**src/rtl/avl_symbol_writer.sv**
```systemverilog
// avl_symbol_writer: Avalon-MM initiator that places 16-bit symbols into an
// 80x60 symbol VRAM (two symbols per 32-bit word) by read-modify-write, and
// clears the whole VRAM on request.
// Latency: place = 3+RD_LAT cycles accept-to-ready (+1+RD_LAT with read-back),
//          clear = 2401 cycles, dropped command = 1 cycle.
// Backpressure: cmd_ready is high only in IDLE; a command is consumed on
//          cmd_valid && cmd_ready.
//
// Ports:
//   Clk, Reset           clock, synchronous active-high reset
//   cmd_valid/cmd_ready  command handshake
//   cmd_op               00 place, 01 clear, 1x reserved (dropped, err pulse)
//   cmd_col/cmd_row      target cell (col 0..N_COLS-1, row 0..N_ROWS-1)
//   cmd_symbol           16-bit symbol to place
//   busy                 high in any non-IDLE state
//   err                  one-cycle pulse on a dropped command (or read-back miscompare)
//   AVL_*                Avalon-MM initiator; AVL_READDATA valid RD_LAT cycles
//                        after the AVL_READ strobe
//
// Optional feature macro: SYMBOL_WRITER_READBACK_EN -- after each place write
// the word is read back and compared; a miscompare pulses err.

module avl_symbol_writer #(
    parameter int          RD_LAT   = 1,
    parameter int          N_COLS   = 80,
    parameter int          N_ROWS   = 60,
    parameter logic [31:0] CLR_WORD = 32'h0
) (
    input  logic        Clk,
    input  logic        Reset,
    input  logic        cmd_valid,
    output logic        cmd_ready,
    input  logic [1:0]  cmd_op,
    input  logic [6:0]  cmd_col,
    input  logic [5:0]  cmd_row,
    input  logic [15:0] cmd_symbol,
    output logic        busy,
    output logic        err,
    output logic        AVL_CS,
    output logic        AVL_READ,
    output logic        AVL_WRITE,
    output logic [3:0]  AVL_BYTE_EN,
    output logic [12:0] AVL_ADDR,
    output logic [31:0] AVL_WRITEDATA,
    input  logic [31:0] AVL_READDATA
);

    // Two symbols per word; an odd column count still gets a full word per row.
    localparam int          WORDS_PER_ROW = (N_COLS + 1) / 2;
    localparam int          N_WORDS       = WORDS_PER_ROW * N_ROWS;
    localparam logic [12:0] LAST_WORD     = 13'(N_WORDS - 1);
    localparam logic [12:0] ROW_STRIDE    = 13'(WORDS_PER_ROW);
    localparam logic [6:0]  COL_LIM       = 7'(N_COLS);
    localparam logic [6:0]  ROW_LIM       = 7'(N_ROWS);
    localparam logic [2:0]  WAIT_LAST     = 3'(RD_LAT - 1);

    localparam logic [1:0]  OP_PLACE = 2'b00;

    typedef enum logic [2:0] {
        S_IDLE  = 3'd0,
        S_RD    = 3'd1,
        S_WAIT  = 3'd2,
        S_WR    = 3'd3,
        S_CLR   = 3'd4
`ifdef SYMBOL_WRITER_READBACK_EN
        ,
        S_VRD   = 3'd5,
        S_VWAIT = 3'd6
`endif
    } state_t;

    state_t      state;
    state_t      next_state;

    logic [12:0] cmd_addr;
    logic        cmd_drop;
    logic        accept;
    logic        wait_last;
    logic        clr_last;

    logic [2:0]  wait_cnt;
    logic        col_odd;
    logic [15:0] sym_q;

    // Word address of the addressed cell; col[0] picks the half later.
    assign cmd_addr = 13'(cmd_row) * ROW_STRIDE + 13'(cmd_col[6:1]);

    assign cmd_drop = cmd_op[1]
                    || (cmd_col >= COL_LIM)
                    || ({1'b0, cmd_row} >= ROW_LIM);

    assign accept    = cmd_valid && cmd_ready;
    assign wait_last = (wait_cnt == WAIT_LAST);
    // During CLR the address register doubles as the word counter.
    assign clr_last  = (AVL_ADDR == LAST_WORD);

    assign AVL_CS      = AVL_READ || AVL_WRITE;
    assign AVL_BYTE_EN = {4{AVL_CS}};

    // ------------------------------------------------------------------
    // State register
    // ------------------------------------------------------------------
    always_ff @(posedge Clk) begin
        if (Reset) begin
            state <= S_IDLE;
        end else begin
            state <= next_state;
        end
    end

    // ------------------------------------------------------------------
    // Next state and strobes
    // ------------------------------------------------------------------
    always_comb begin
        next_state = state;
        cmd_ready  = 1'b0;
        busy       = 1'b1;
        AVL_READ   = 1'b0;
        AVL_WRITE  = 1'b0;

        case (state)
            S_IDLE: begin
                cmd_ready = 1'b1;
                busy      = 1'b0;
                // Dropped commands are consumed but stay in IDLE.
                if (cmd_valid && !cmd_drop) begin
                    if (cmd_op == OP_PLACE) begin
                        next_state = S_RD;
                    end else begin
                        next_state = S_CLR;
                    end
                end
            end

            S_RD: begin
                AVL_READ   = 1'b1;
                next_state = S_WAIT;
            end

            S_WAIT: begin
                if (wait_last) begin
                    next_state = S_WR;
                end
            end

            S_WR: begin
                AVL_WRITE  = 1'b1;
`ifdef SYMBOL_WRITER_READBACK_EN
                next_state = S_VRD;
`else
                next_state = S_IDLE;
`endif
            end

`ifdef SYMBOL_WRITER_READBACK_EN
            S_VRD: begin
                AVL_READ   = 1'b1;
                next_state = S_VWAIT;
            end

            S_VWAIT: begin
                if (wait_last) begin
                    next_state = S_IDLE;
                end
            end
`endif

            S_CLR: begin
                AVL_WRITE = 1'b1;
                if (clr_last) begin
                    next_state = S_IDLE;
                end
            end

            default: begin
                next_state = S_IDLE;
            end
        endcase
    end

    // ------------------------------------------------------------------
    // Datapath: address/data registers, read-latency counter, err pulse
    // ------------------------------------------------------------------
    always_ff @(posedge Clk) begin
        if (Reset) begin
            AVL_ADDR      <= 13'd0;
            AVL_WRITEDATA <= 32'd0;
            col_odd       <= 1'b0;
            sym_q         <= 16'd0;
            wait_cnt      <= 3'd0;
            err           <= 1'b0;
        end else begin
            err <= 1'b0;

            if (accept) begin
                if (cmd_drop) begin
                    err <= 1'b1;
                end else if (cmd_op == OP_PLACE) begin
                    AVL_ADDR <= cmd_addr;
                    col_odd  <= cmd_col[0];
                    sym_q    <= cmd_symbol;
                end else begin
                    AVL_ADDR      <= 13'd0;
                    AVL_WRITEDATA <= CLR_WORD;
                end
            end

            // Counter restarts on every read strobe and counts the wait cycles.
            if (AVL_READ) begin
                wait_cnt <= 3'd0;
            end else if (state == S_WAIT
`ifdef SYMBOL_WRITER_READBACK_EN
                         || state == S_VWAIT
`endif
                        ) begin
                wait_cnt <= wait_cnt + 3'd1;
            end

            // Merge on the cycle the read data is valid; the other half is kept.
            if (state == S_WAIT && wait_last) begin
                if (col_odd) begin
                    AVL_WRITEDATA <= {sym_q, AVL_READDATA[15:0]};
                end else begin
                    AVL_WRITEDATA <= {AVL_READDATA[31:16], sym_q};
                end
            end

            // Address stops at the last word; it never wraps.
            if (state == S_CLR && !clr_last) begin
                AVL_ADDR <= AVL_ADDR + 13'd1;
            end

`ifdef SYMBOL_WRITER_READBACK_EN
            // AVL_WRITEDATA still holds the written word during read-back.
            if (state == S_VWAIT && wait_last && (AVL_READDATA != AVL_WRITEDATA)) begin
                err <= 1'b1;
            end
`endif
        end
    end

endmodule
```
**config.mk**
```make
export PLATFORM = sky130hd
export DESIGN_NAME = avl_symbol_writer
export DESIGN_NICKNAME = d
export VERILOG_FILES = /design/src/rtl/avl_symbol_writer.sv
export SDC_FILE = /design/constraint.sdc
export NUM_CORES = 1
export LEC_CHECK = 0
export CORE_MARGIN = 1
export CORE_UTILIZATION = 48
export CTS_BUF_LIST = sky130_fd_sc_hd__clkbuf_2 sky130_fd_sc_hd__clkbuf_4 sky130_fd_sc_hd__clkbuf_8
export DETAILED_ROUTE_END_ITERATION = 10
export PLACE_DENSITY = 0.86
export RECOVER_POWER = 100
export REMOVE_ABC_BUFFERS = 1
export SYNTH_ARGS = -nofsm -noshare
export SYNTH_HDL_FRONTEND = slang
export SYNTH_SLANG_ARGS = --single-unit
```
**constraint.sdc**
```tcl
create_clock -name Clk -period 3.2 [get_ports Clk]
set_input_delay 0.64 -clock Clk [delete_from_list [all_inputs] [get_ports Clk]]
set_output_delay 0.64 -clock Clk [all_outputs]
set_load 0.05 [all_outputs]
```
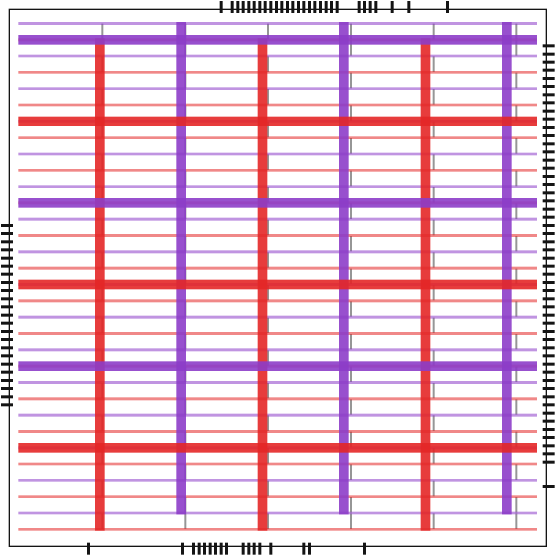
Figure 1: power grid.
Drawn at 6 px/um. Pins as bars on the die edge. Tap cells in grey.
- VDD: purple
- VSS: red
- signal pins: 121
- met1 rails: 32
die width: 89.3 um
core footprint: 7290 sq um

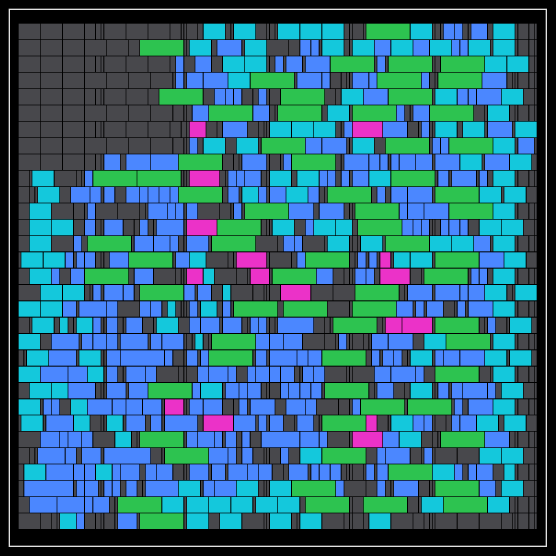
Figure 2: cells coloured by class.
Drawn at 6 px/um. Fill, decap, tap and diode cells in grey.
- flops: green (cells 69; share of their area 28%)
- other buffers and delay cells: cyan (cells 139; share of their area 26%)
- combinational and other logic: blue (cells 319; share of their area 43%)
- clock drivers and dummy loads: magenta (cells 16; share of their area 3.5%)

==> results.yml <==
# synthesis and place-and-route metrics
synth:
  yosysChipArea_sq_um: 3660
  synth.avg_cell_area_sq_um: 8.73
  top_logic_kind: "AND-OR/OR-AND gates"
  async_reset_ff_share_pct: 0
  yosys_warnings: 0
  aoi_share_pct: 20.1
  ys_seq_share_pct: 37.8
  synth_stat.cells: 419
  xor_share_pct: 2.64
  synthesis.area_sq_um: 3660
  edf_count: 0
  ff_type: "dfxtp_1"
  ys_types: 52
  simple_gate_share_pct: 18.4
  syn_inst: 419
  synth_flops: 69
global_routing:
  grt_use_met3_pct: 6.09
  busiest_layer: "met2"
  grt_pass1_vias: 3441
  use_met2_pct: 45.2
  grt-ovfl-total: 0
  grt.met1_usage_pct: 30.3
  antenna_found_initial: 0
  grt_pass1_wl_um: 15900
  grt_usage_pct: 25.9
  grt_max_degree: 45
worst_hold_path:
  hold_class: "flop to flop"
  hold-path-endpoint: "sym_q[3]$_SDFFE_PP0P_"
  worstHoldStart: "sym_q[3]$_SDFFE_PP0P_"
clocking:
  cts.clk_slew.worst_paths_ns: 0.08
  numCtsBuffers: 9
  htree_levels: 3
  clockBufferDepth: 2
  clk_latency_ns: 0.34
  clkSinkCount: 69
  cts_root_buf: "clkbuf_8"
  cts_tree: "yes"
  holdBufCountCts: 0
job:
  drv_cap: 0
  warnings: 26
setup_path:
  critPathTopFamily: "adder cells"
  r2r_cells: 7
  critPathMaxStageDelay_ns: 0.50
  cp_data_required_time_ns: 3.44
  crit-reg2reg-launch: "state[1]$_SDFFE_PP0P_"
  cp_common_cell: "ha_1"
  crit_start: "cmd_row[1]"
  path_max_fanout: 2
  arrival_ns: 3.37
  crit_end: "AVL_ADDR[10]$_SDFFE_PP0P_"
  critPathLaunchType: "input pin"
  crit_type: "input pin to flop"
  path_cells: "clkdlybuf4s50_1 > ha_1 > ha_1 > inv_1 > fa_2 > or3b_4 > nor4_4 > xor2_1 > a21oi_1 > a2111oi_2"
  crit_buf_inv: 2
  cp_slowest_cell: "clkdlybuf4s50_1"
  r2r_end: "sym_q[8]$_SDFFE_PP0P_"
  r2r_slack_ns: 0.64
  crit_path_end_kind: "flop"
detailed_routing:
  ant_nets: 0
  wl_per_cell_um: 16.2
  drc: 0
  drtPass1Iterations: 5
  vias: 3629
  drt-total-wl_um: 10400
  first_iter_violations: 175
status:
  outcome: "complete, no violations"
final_layout:
  num_antenna_cells: 0
  areaGrowthSynthToFinish_pct: 40.3
  drive_gt1_share_pct: 14.4
power_and_ir_drop:
  switchingPower_uw: 684
  power_uw: 2070
  seq_power_share_pct: 43.9
  swShare_pct: 33.0
  power.internal_uw: 1390
  power.clock.fraction_pct: 30.6
  peakVddDrop_mv: 0.241
sta:
  worst_slew_pin_slew_ns: 0.993
  fmax_ghz: 0.319
  fin_skew_ns: 0.00798
  finalCritPeriodShare_pct: 97.8
  finalSetupViolCount: 0
  fin_setup_tns_ns: 0
  period_needed_ns: 3.13
  hold_viol_final: 0
place:
  dp_hpwl_um: 7470
  io_buffers: 120
  routabilityCongestion: 0.854
floorplanning:
  die-area_sq_um: 7970
  rows: 31
  io_pins: 121
  initCoreUtil_pct: 50.1
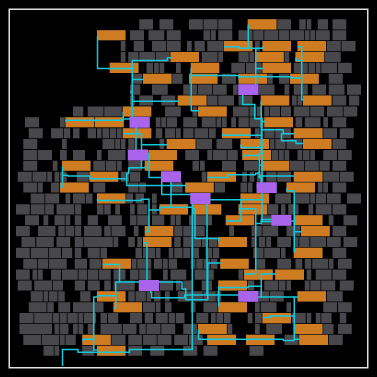
Figure 3: clock wires, drivers and flops.
Drawn at 4 px/um.
- clock drivers: purple (count 9)
- clock wires: cyan (length 841 um)
- flip-flops: orange (count 69)
- routed clock nets: 10

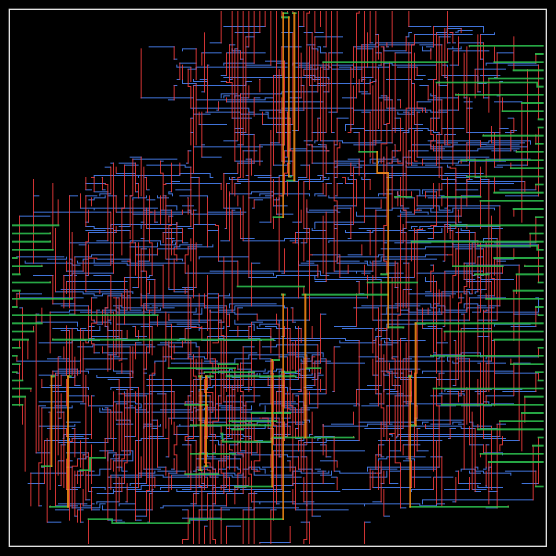
Figure 4: metal layers overlaid.
Drawn at 6 px/um.
- metal 3: green (wire length 790 um)
- metal 1: blue (wire length 4,220 um)
- metal 2: red (wire length 5,110 um)
- metal 4: orange (wire length 308 um)

[area by class of cell]
class | instances | area (sq um)
clock buffers | 9 | 124
multi-input cells | 310 | 2090
flip-flops and latches | 69 | 1380
well taps | 99 | 124
inverters | 9 | 33.8
clock inverters | 7 | 50.0
repair buffers | 139 | 1320
fillers | 574 | 2160
[stage by stage]
stage / hold WS, ns / util (%) / instance area, sq um / instances / setup WS, ns
floorplan: 0.437 / - / 3500 / 388 / -0.557
global placement: 0.452 / 68.2 / 4980 / 626 / -0.230
detailed placement: 0.462 / 68.2 / 4980 / 626 / -0.402
CTS: 0.474 / 70.6 / 5150 / 642 / 0.0159
global route: 0.496 / 70.3 / 5130 / 642 / -0.0603
finish: 0.473 / 70.3 / 5130 / 642 / 0.0694
[Yosys cell counts (3+ instances only)]
cell / count / area, sq um
o21ai_1: 5 / 25.0
nor2_1: 52 / 195
a2111oi_2: 3 / 45.0
xor2_1: 6 / 52.6
inv_1: 8 / 30.0
clkbuf_1: 18 / 67.6
nor3b_1: 3 / 22.5
buf_2: 7 / 35.0
a311oi_1: 5 / 43.8
a22oi_1: 32 / 240
a31oi_1: 4 / 25.0
mux2_2: 33 / 372
ha_1: 14 / 175
dfxtp_1: 69 / 1380
nand3_1: 6 / 30.0
a21oi_1: 38 / 190
o21ai_0: 5 / 25.0
nand2_1: 48 / 180
nand2b_1: 5 / 31.3
xnor2_1: 5 / 43.8
nor3_1: 8 / 40.0
buf_4: 5 / 37.5
[metal layers]
layer	vias up	share of wire [%]
li1	1738	-
met1	1713	40
met2	150	49
met3	28	7.6
met4	0	2.9
met5	-	0
[cells by family (layout without fill, tap and decap cells)]
| family | after synthesis | in the layout |
|---|---|---|
| flip-flops | 69 | 69 |
| multiplexers | 33 | 33 |
| buffers and inverters | 40 | 164 |
| AND/OR/NAND/NOR | 144 | 144 |
| AND-OR/OR-AND | 106 | 106 |
| XOR/XNOR | 11 | 11 |
| adder cells (fa/ha/maj) | 16 | 16 |
[timing repair]
action | in CTS | in global routing
pin swaps | 1 | 4
resized | 0 | 3
endpoints found under the setup margin | 1 | 1
buffers inserted | 0 | 0
[registers in the layout (all words and copies together), names as in the netlist]
name,cells
wait_cnt,3
col_odd,1
state,3
sym_q,16
AVL_ADDR,13
AVL_WRITEDATA,32
err,1
[power groups by stage]
| stage | Sequential (uW) | Combinational [uW] | Clock (uW) |
|---|---|---|---|
| final | 910 | 530 | 633 |
| after global routing | 914 | 566 | 681 |
| after CTS | 911 | 542 | 640 |
| after detailed placement | 931 | 537 | 0 |
| after global placement | 930 | 527 | 0 |
| after floorplan | 980 | 246 | 0 |
[placed cells by master, fill, tap and decap left out, drive strengths merged, types with 3 or more instances in the layout]
cell type	netlist	final
dfxtp	69	69
clkdlybuf4s50	0	64
dlygate4sd3	0	55
nor2	54	54
nand2	48	48
a21oi	38	38
mux2	33	33
a22oi	32	32
clkbuf	18	15
ha	14	14
buf	13	14
inv	9	10
o21ai	10	10
nor3	8	8
nand3	7	7
xor2	6	6
nand2b	5	5
a31oi	5	5
xnor2	5	5
a311oi	5	5
nor3b	3	3
clkinvlp	0	3
a2111oi	3	3
clkinv	0	3
